[config.mk]
export PLATFORM = sky130hd
export DESIGN_NAME = pe_conv_accum_flat
export DESIGN_NICKNAME = d
export VERILOG_FILES = /design/src/rtl/pe_conv_accum_if.sv /design/src/rtl/pe_conv_accum.sv /design/src/flat_wrapper.sv
export SDC_FILE = /design/constraint.sdc
export NUM_CORES = 1
export LEC_CHECK = 0
export CAP_MARGIN = 10
export CORE_ASPECT_RATIO = 0.6
export CORE_UTILIZATION = 30
export DETAILED_ROUTE_END_ITERATION = 12
export GPL_TIMING_DRIVEN = 0
export PLACE_DENSITY = 0.56
export SYNTH_ARGS = -nofsm -noshare
export SYNTH_HDL_FRONTEND = slang
export SYNTH_SLANG_ARGS = --single-unit
[constraint.sdc]
create_clock -name clk -period 7.95 [get_ports clk]
set_input_delay 0.795 -clock clk [delete_from_list [all_inputs] [get_ports clk]]
set_output_delay 0.795 -clock clk [all_outputs]
set_load 0.005 [all_outputs]
[src/rtl/pe_conv_accum_if.sv]
// Stream bundle between the PE splitter, the convolution stage and the packetizer.
// valid/ready: a transfer happens on a rising clk edge where valid && ready; once raised, valid and its payload hold until that edge.
interface pe_conv_accum_if #(
    parameter int FILTER_WIDTH = 8,
    parameter int PSUM_WIDTH   = 16,
    parameter int LOC_WIDTH    = 5*FILTER_WIDTH-25
);
    logic                      filt_valid;
    logic                      filt_ready;
    logic [2:0]                filt_row;
    logic [5*FILTER_WIDTH-1:0] filt_data;
    logic                      ifmap_valid;
    logic                      ifmap_ready;
    logic [24:0]               ifmap_data;
    logic [LOC_WIDTH-1:0]      ifmap_loc;
    logic [1:0]                ifmap_size;
    logic                      out_valid;
    logic                      out_ready;
    logic [PSUM_WIDTH-1:0]     out_psum;
    logic [LOC_WIDTH-1:0]      out_loc;
    logic                      err_row;

    modport master (
        output filt_valid, filt_row, filt_data,
        output ifmap_valid, ifmap_data, ifmap_loc, ifmap_size,
        output out_ready,
        input  filt_ready, ifmap_ready, out_valid, out_psum, out_loc, err_row
    );

    modport slave (
        input  filt_valid, filt_row, filt_data,
        input  ifmap_valid, ifmap_data, ifmap_loc, ifmap_size,
        input  out_ready,
        output filt_ready, ifmap_ready, out_valid, out_psum, out_loc, err_row
    );
endinterface

[src/rtl/pe_conv_accum.sv]
// Convolution stage: holds 5 filter rows and accumulates one K-wide row per cycle over
// a spike window, then presents a signed partial sum tagged with its conv location.
module pe_conv_accum #(
    parameter int FILTER_WIDTH = 8,
    parameter int PSUM_WIDTH   = 16,
    parameter int LOC_WIDTH    = 5*FILTER_WIDTH-25
) (
    input  logic        clk,
    input  logic        rst,
    pe_conv_accum_if.slave bus,
    output logic [1:0]  dbg_state
);
    localparam int ROW_W = 5*FILTER_WIDTH;

    typedef enum logic [1:0] {
        IDLE = 2'd0,
        ACC  = 2'd1,
        OUT  = 2'd2
    } state_t;

    state_t                state;
    logic [4:0]            row_mask;
    logic [ROW_W-1:0]      weight_mem [0:4];
    logic [24:0]           win;
    logic [LOC_WIDTH-1:0]  loc_lat;
    logic [2:0]            k_lat;
    logic [2:0]            cnt;
    logic [PSUM_WIDTH-1:0] acc;
    logic [PSUM_WIDTH-1:0] row_sum;
    logic [4:0]            spk_row;
    logic [ROW_W-1:0]      cur_row;
    logic [FILTER_WIDTH-1:0] w;
    logic                  row_ok;
    logic                  filt_fire;
    logic                  ifmap_fire;

    assign row_ok          = (bus.filt_row >= 3'd1) && (bus.filt_row <= 3'd5);
    // Filter writes win over a window in the same cycle.
    assign bus.filt_ready  = (state == IDLE);
    assign bus.ifmap_ready = (state == IDLE) && (&row_mask) && !bus.filt_valid;
    assign filt_fire       = bus.filt_valid && bus.filt_ready;
    assign ifmap_fire      = bus.ifmap_valid && bus.ifmap_ready;
    assign dbg_state       = state;

    always_ff @(posedge clk) begin
        if (filt_fire && row_ok) begin
            weight_mem[bus.filt_row - 3'd1] <= bus.filt_data;
        end
    end

    // Contribution of row cnt: columns at or beyond K are masked out.
    always_comb begin
        spk_row = 5'd0;
        case (cnt)
            3'd0:    spk_row = win[24:20];
            3'd1:    spk_row = win[19:15];
            3'd2:    spk_row = win[14:10];
            3'd3:    spk_row = win[9:5];
            3'd4:    spk_row = win[4:0];
            default: spk_row = 5'd0;
        endcase
        cur_row = weight_mem[cnt];
        row_sum = '0;
        w       = '0;
        for (int c = 0; c < 5; c++) begin
            w = cur_row[ROW_W-1-c*FILTER_WIDTH -: FILTER_WIDTH];
            if (spk_row[3'(4-c)] && (3'(c) < k_lat)) begin
                row_sum = row_sum + {{(PSUM_WIDTH-FILTER_WIDTH){w[FILTER_WIDTH-1]}}, w};
            end
        end
    end

    always_ff @(posedge clk or posedge rst) begin
        if (rst) begin
            state         <= IDLE;
            row_mask      <= 5'd0;
            win           <= '0;
            loc_lat       <= '0;
            k_lat         <= 3'd0;
            cnt           <= 3'd0;
            acc           <= '0;
            bus.out_valid <= 1'b0;
            bus.out_psum  <= '0;
            bus.out_loc   <= '0;
            bus.err_row   <= 1'b0;
        end else begin
            bus.err_row <= 1'b0;
            case (state)
                IDLE: begin
                    if (filt_fire) begin
                        if (row_ok) begin
                            row_mask[bus.filt_row - 3'd1] <= 1'b1;
                        end else begin
                            bus.err_row <= 1'b1;
                        end
                    end else if (ifmap_fire) begin
                        win     <= bus.ifmap_data;
                        loc_lat <= bus.ifmap_loc;
                        k_lat   <= {1'b0, bus.ifmap_size} + 3'd2;
                        acc     <= '0;
                        cnt     <= 3'd0;
                        state   <= ACC;
                    end
                end
                ACC: begin
                    acc <= acc + row_sum;
                    cnt <= cnt + 3'd1;
                    if (cnt == k_lat - 3'd1) begin
                        bus.out_valid <= 1'b1;
                        bus.out_psum  <= acc + row_sum;
                        bus.out_loc   <= loc_lat;
                        state         <= OUT;
                    end
                end
                OUT: begin
                    if (bus.out_ready) begin
                        bus.out_valid <= 1'b0;
                        state         <= IDLE;
                    end
                end
                default: state <= IDLE;
            endcase
        end
    end
endmodule

[src/flat_wrapper.sv]
// flat-port wrapper written by rule: the top's interface ports become plain ports
module pe_conv_accum_flat 
#(
    parameter int FILTER_WIDTH = 8,
    parameter int PSUM_WIDTH   = 16,
    parameter int LOC_WIDTH    = 5*FILTER_WIDTH-25
)
  (clk, rst, dbg_state, bus_filt_valid, bus_filt_row, bus_filt_data, bus_ifmap_valid, bus_ifmap_data, bus_ifmap_loc, bus_ifmap_size, bus_out_ready, bus_filt_ready, bus_ifmap_ready, bus_out_valid, bus_out_psum, bus_out_loc, bus_err_row);
  pe_conv_accum_if #(.FILTER_WIDTH(FILTER_WIDTH), .PSUM_WIDTH(PSUM_WIDTH), .LOC_WIDTH(LOC_WIDTH)) bus_i ();
  input  logic clk;
  input  logic rst;
  output logic [1:0] dbg_state;
  input wire logic [$bits(bus_i.filt_valid)-1:0] bus_filt_valid;
  input wire logic [$bits(bus_i.filt_row)-1:0] bus_filt_row;
  input wire logic [$bits(bus_i.filt_data)-1:0] bus_filt_data;
  input wire logic [$bits(bus_i.ifmap_valid)-1:0] bus_ifmap_valid;
  input wire logic [$bits(bus_i.ifmap_data)-1:0] bus_ifmap_data;
  input wire logic [$bits(bus_i.ifmap_loc)-1:0] bus_ifmap_loc;
  input wire logic [$bits(bus_i.ifmap_size)-1:0] bus_ifmap_size;
  input wire logic [$bits(bus_i.out_ready)-1:0] bus_out_ready;
  output wire logic [$bits(bus_i.filt_ready)-1:0] bus_filt_ready;
  output wire logic [$bits(bus_i.ifmap_ready)-1:0] bus_ifmap_ready;
  output wire logic [$bits(bus_i.out_valid)-1:0] bus_out_valid;
  output wire logic [$bits(bus_i.out_psum)-1:0] bus_out_psum;
  output wire logic [$bits(bus_i.out_loc)-1:0] bus_out_loc;
  output wire logic [$bits(bus_i.err_row)-1:0] bus_err_row;
  assign bus_i.filt_valid = bus_filt_valid;
  assign bus_i.filt_row = bus_filt_row;
  assign bus_i.filt_data = bus_filt_data;
  assign bus_i.ifmap_valid = bus_ifmap_valid;
  assign bus_i.ifmap_data = bus_ifmap_data;
  assign bus_i.ifmap_loc = bus_ifmap_loc;
  assign bus_i.ifmap_size = bus_ifmap_size;
  assign bus_i.out_ready = bus_out_ready;
  assign bus_filt_ready = bus_i.filt_ready;
  assign bus_ifmap_ready = bus_i.ifmap_ready;
  assign bus_out_valid = bus_i.out_valid;
  assign bus_out_psum = bus_i.out_psum;
  assign bus_out_loc = bus_i.out_loc;
  assign bus_err_row = bus_i.err_row;
  pe_conv_accum #(.FILTER_WIDTH(FILTER_WIDTH), .PSUM_WIDTH(PSUM_WIDTH), .LOC_WIDTH(LOC_WIDTH)) u_core (.clk(clk), .rst(rst), .bus(bus_i), .dbg_state(dbg_state));
endmodule
run_1/zoom.png
Region (120, 66) to (150, 96) µm. Cells in grey, sequential cells in the stronger grey; small squares are vias.
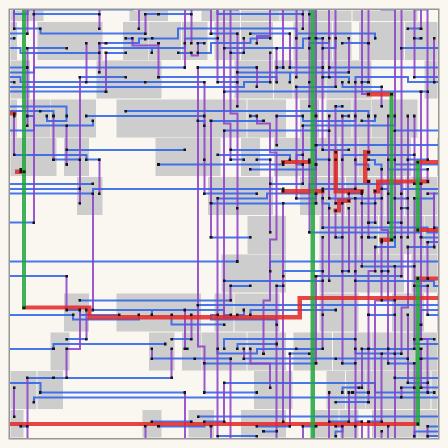
colour	layer
purple	met2
blue	met1
green	met4
red	met3
sequential cells in the window	0
cells with their middle in the window	73
most frequent	nor2_1 (10), a21oi_1 (9), buf_4 (8)

run_1/final_placement.png
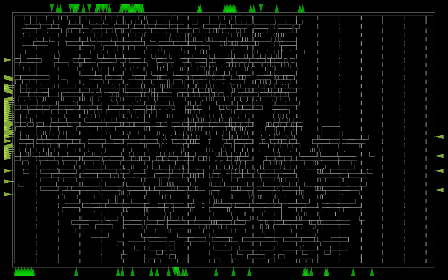
sequential share of cell area: 43.1%
Fillers: 3991

==> results_dict.tcl, run 1 <==
# flow metrics
set metrics [dict create \
    grt_start_max_net_pins 68 \
    hold-path-endpoint "u_core.row_mask[0]" \
    grt_antenna_before_repair 0 \
    rr_endpoint "u_core.bus.out_psum[15]" \
    wl_met2_um 14600 \
    vdd_drop_max_mv 0.204 \
    mostFrequentLayoutCells "edfxtp_1 (160), nand2_1 (132), clkdlybuf4s50_1 (113)" \
    pwr-share-seq_pct 23.2 \
    clock_sinks 257 \
    ys_area_mm2 0.0129 \
    final-hold-violation-count 0 \
    core_util_floorplan_pct 30.6 \
    timing.hold.ws_ns 0.471 \
    setup_viol 0 \
    top_register "u_core.weight_mem" \
    most_common_cell "edfxtp_1" \
    switchingPower_mw 3.12 \
    vias_per_cell 4.78 \
    power_top_consumer "combinational cells" \
    yosysWarnings 0 \
    fin_area_mm2 0.0168 \
    drc 0 \
    ant_nets 0 \
    yosysCellCount 1007 \
    top_regs "u_core.weight_mem x160, u_core.win x20" \
    cp-start-kind "flop" \
    r2r_start "u_core.cnt[0]" \
    ios 127 \
    grtUsageTotal_pct 15.1 \
    hold_class "flop to flop" \
    syn-num-nets 1163 \
    placed_cell_area_mm2 0.0150 \
    status "finished, final reports clean" \
    busiest_layer "met2" \
    overflow 0 \
    rsz0062_at_grt "yes" \
    common_cells "edfxtp_1 (160), nand2_1 (133), dfrtp_1 (97)" \
]
run_1/gate_families.png
Scale: 2 px per µm.
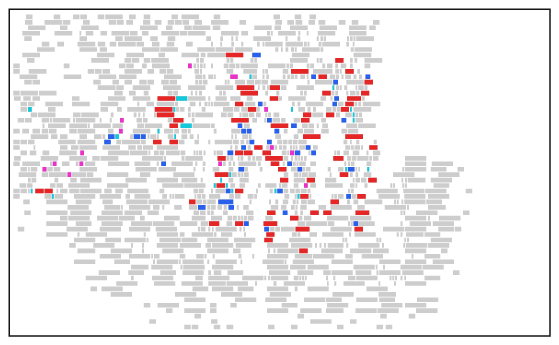
colour	family	cells
blue	AND-OR and OR-AND gates	40
cyan	inverters	24
magenta	AND and OR gates	14
red	adder and majority cells	67
dominant logic cell type in the layout: edfxtp_1
final cell count without fillers: 1805

[run 1: critical path, delay by kind of cell, from the launching register on]
kind,cells,cell delay (ns)
DFF,1,0.43
buffers and inverters,5,0.59
adders and majority gates,6,1.80
xor gates and xnor gates,4,0.65
and+or+nand+nor,5,0.64
muxes,2,0.49
AOI/OAI and AO/OA,18,3.03
[run 1: area by class of cell]
cell class | instances | area (µm²) | area share, %
clock buffers | 33 | 719 | 4.29
clock inverters | 19 | 166 | 0.991
well taps | 570 | 713 | 4.25
inverters | 24 | 120 | 0.716
repair buffers | 181 | 1750 | 10.4
plain buffers | 35 | 210 | 1.25
flip-flops and latches | 257 | 7230 | 43.1
multi-input cells | 686 | 5870 | 35.0
==> run 1 -> run 2 <==
--- a/config.mk
+++ b/config.mk
@@ -7,10 +7,12 @@
 export LEC_CHECK = 0
 export CAP_MARGIN = 10
 export CORE_ASPECT_RATIO = 0.6
+export CORE_MARGIN = 2
 export CORE_UTILIZATION = 30
 export DETAILED_ROUTE_END_ITERATION = 12
 export GPL_TIMING_DRIVEN = 0
-export PLACE_DENSITY = 0.56
+export PLACE_DENSITY = 0.54
+export RECOVER_POWER = 50
 export SYNTH_ARGS = -nofsm -noshare
 export SYNTH_HDL_FRONTEND = slang
 export SYNTH_SLANG_ARGS = --single-unit
==> constraint.sdc (replaced) <==
create_clock -name clk -period 8.8 [get_ports clk]
set_input_delay 0.88 -clock clk [delete_from_list [all_inputs] [get_ports clk]]
set_output_delay 0.88 -clock clk [all_outputs]
set_load 0.005 [all_outputs]
run_2/zoom.png
Region (121, 67) to (151, 97) µm. Cells in grey, sequential cells in the stronger grey; small squares are vias.
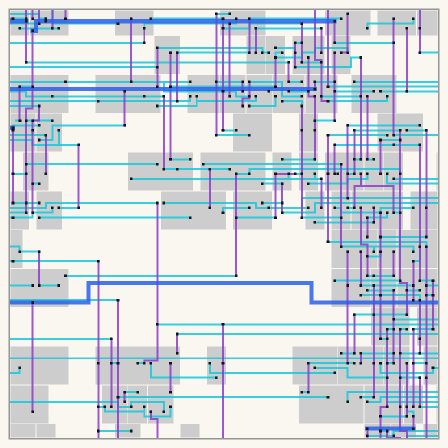
colour	layer
blue	met3
cyan	met1
purple	met2
cells with their middle in the window	59
most frequent	nand2_1 (7), nor2_1 (7)
sequential cells in the window	0

==> results_dict.tcl, run 2 <==
# flow metrics
set metrics [dict create \
    grtUsageTotal_pct 14.5 \
    n_tap_cell 570 \
    layout.area.comb_mm2 0.00565 \
    worst-path-buf-inv 6 \
    setup_viol 0 \
    crit_cells 41 \
    hold-path-endpoint "u_core.row_mask[3]" \
    yosysWarnings 0 \
    drv_cap 2 \
    violations "max-capacitance violations, max-slew violations" \
    critical_path.top_delay_family "AND-OR/OR-AND gates" \
    grt_antenna_before_repair 3 \
    regArea_mm2 0.00723 \
    r2r_start "u_core.cnt[1]" \
    yosysCellCount 1007 \
    final-hold-violation-count 0 \
    core_util_floorplan_pct 30.6 \
    syn-num-nets 1163 \
    power_top_consumer "combinational cells" \
    wl_met2_um 13600 \
    report.final.slew_viol_count 100 \
    design.seq.count 257 \
    vias_per_cell 4.85 \
    common_cells "edfxtp_1 (160), nand2_1 (133), dfrtp_1 (97)" \
    ant_nets 0 \
    ios 127 \
    buffer_area_share_pct 9.82 \
    timing.hold.ws_ns 0.465 \
    fin_area_mm2 0.0162 \
    pwr-share-seq_pct 25.0 \
    cp-start-kind "flop" \
    ys_area_mm2 0.0129 \
    status "finished with violations" \
    multiInputCombCellCount 686 \
    n_all_buffers 173 \
    overflow 0 \
    vdd_drop_max_mv 0.183 \
    clock_sinks 257 \
]
==> run 2: cell counts after synthesis <==
Identical to the previous run, type by type.
==> run 2: cells by family (layout without fill, tap and decap cells) <==
kind of cell,Yosys count,after routing,share of synthesized area [%]
buf+inv,64,243,1.97
flops,257,257,56.1
mux,113,113,12.9
fa+ha+maj,67,67,6.77
compound gates,184,184,9.25
xor+xnor,52,52,3.64
other cells,0,1,0
simple gates,270,270,9.38
==> run 2: layer usage <==
| metal | vias up | track usage [%] |
|---|---|---|
| met5 | - | 0 |
| met4 | 2 | 3.17 |
| met3 | 47 | 2.49 |
| met2 | 196 | 22.0 |
| met1 | 4211 | 21.5 |
| li1 | 4067 | - |
No activity file was given, so power comes from the tool's default toggle rates.
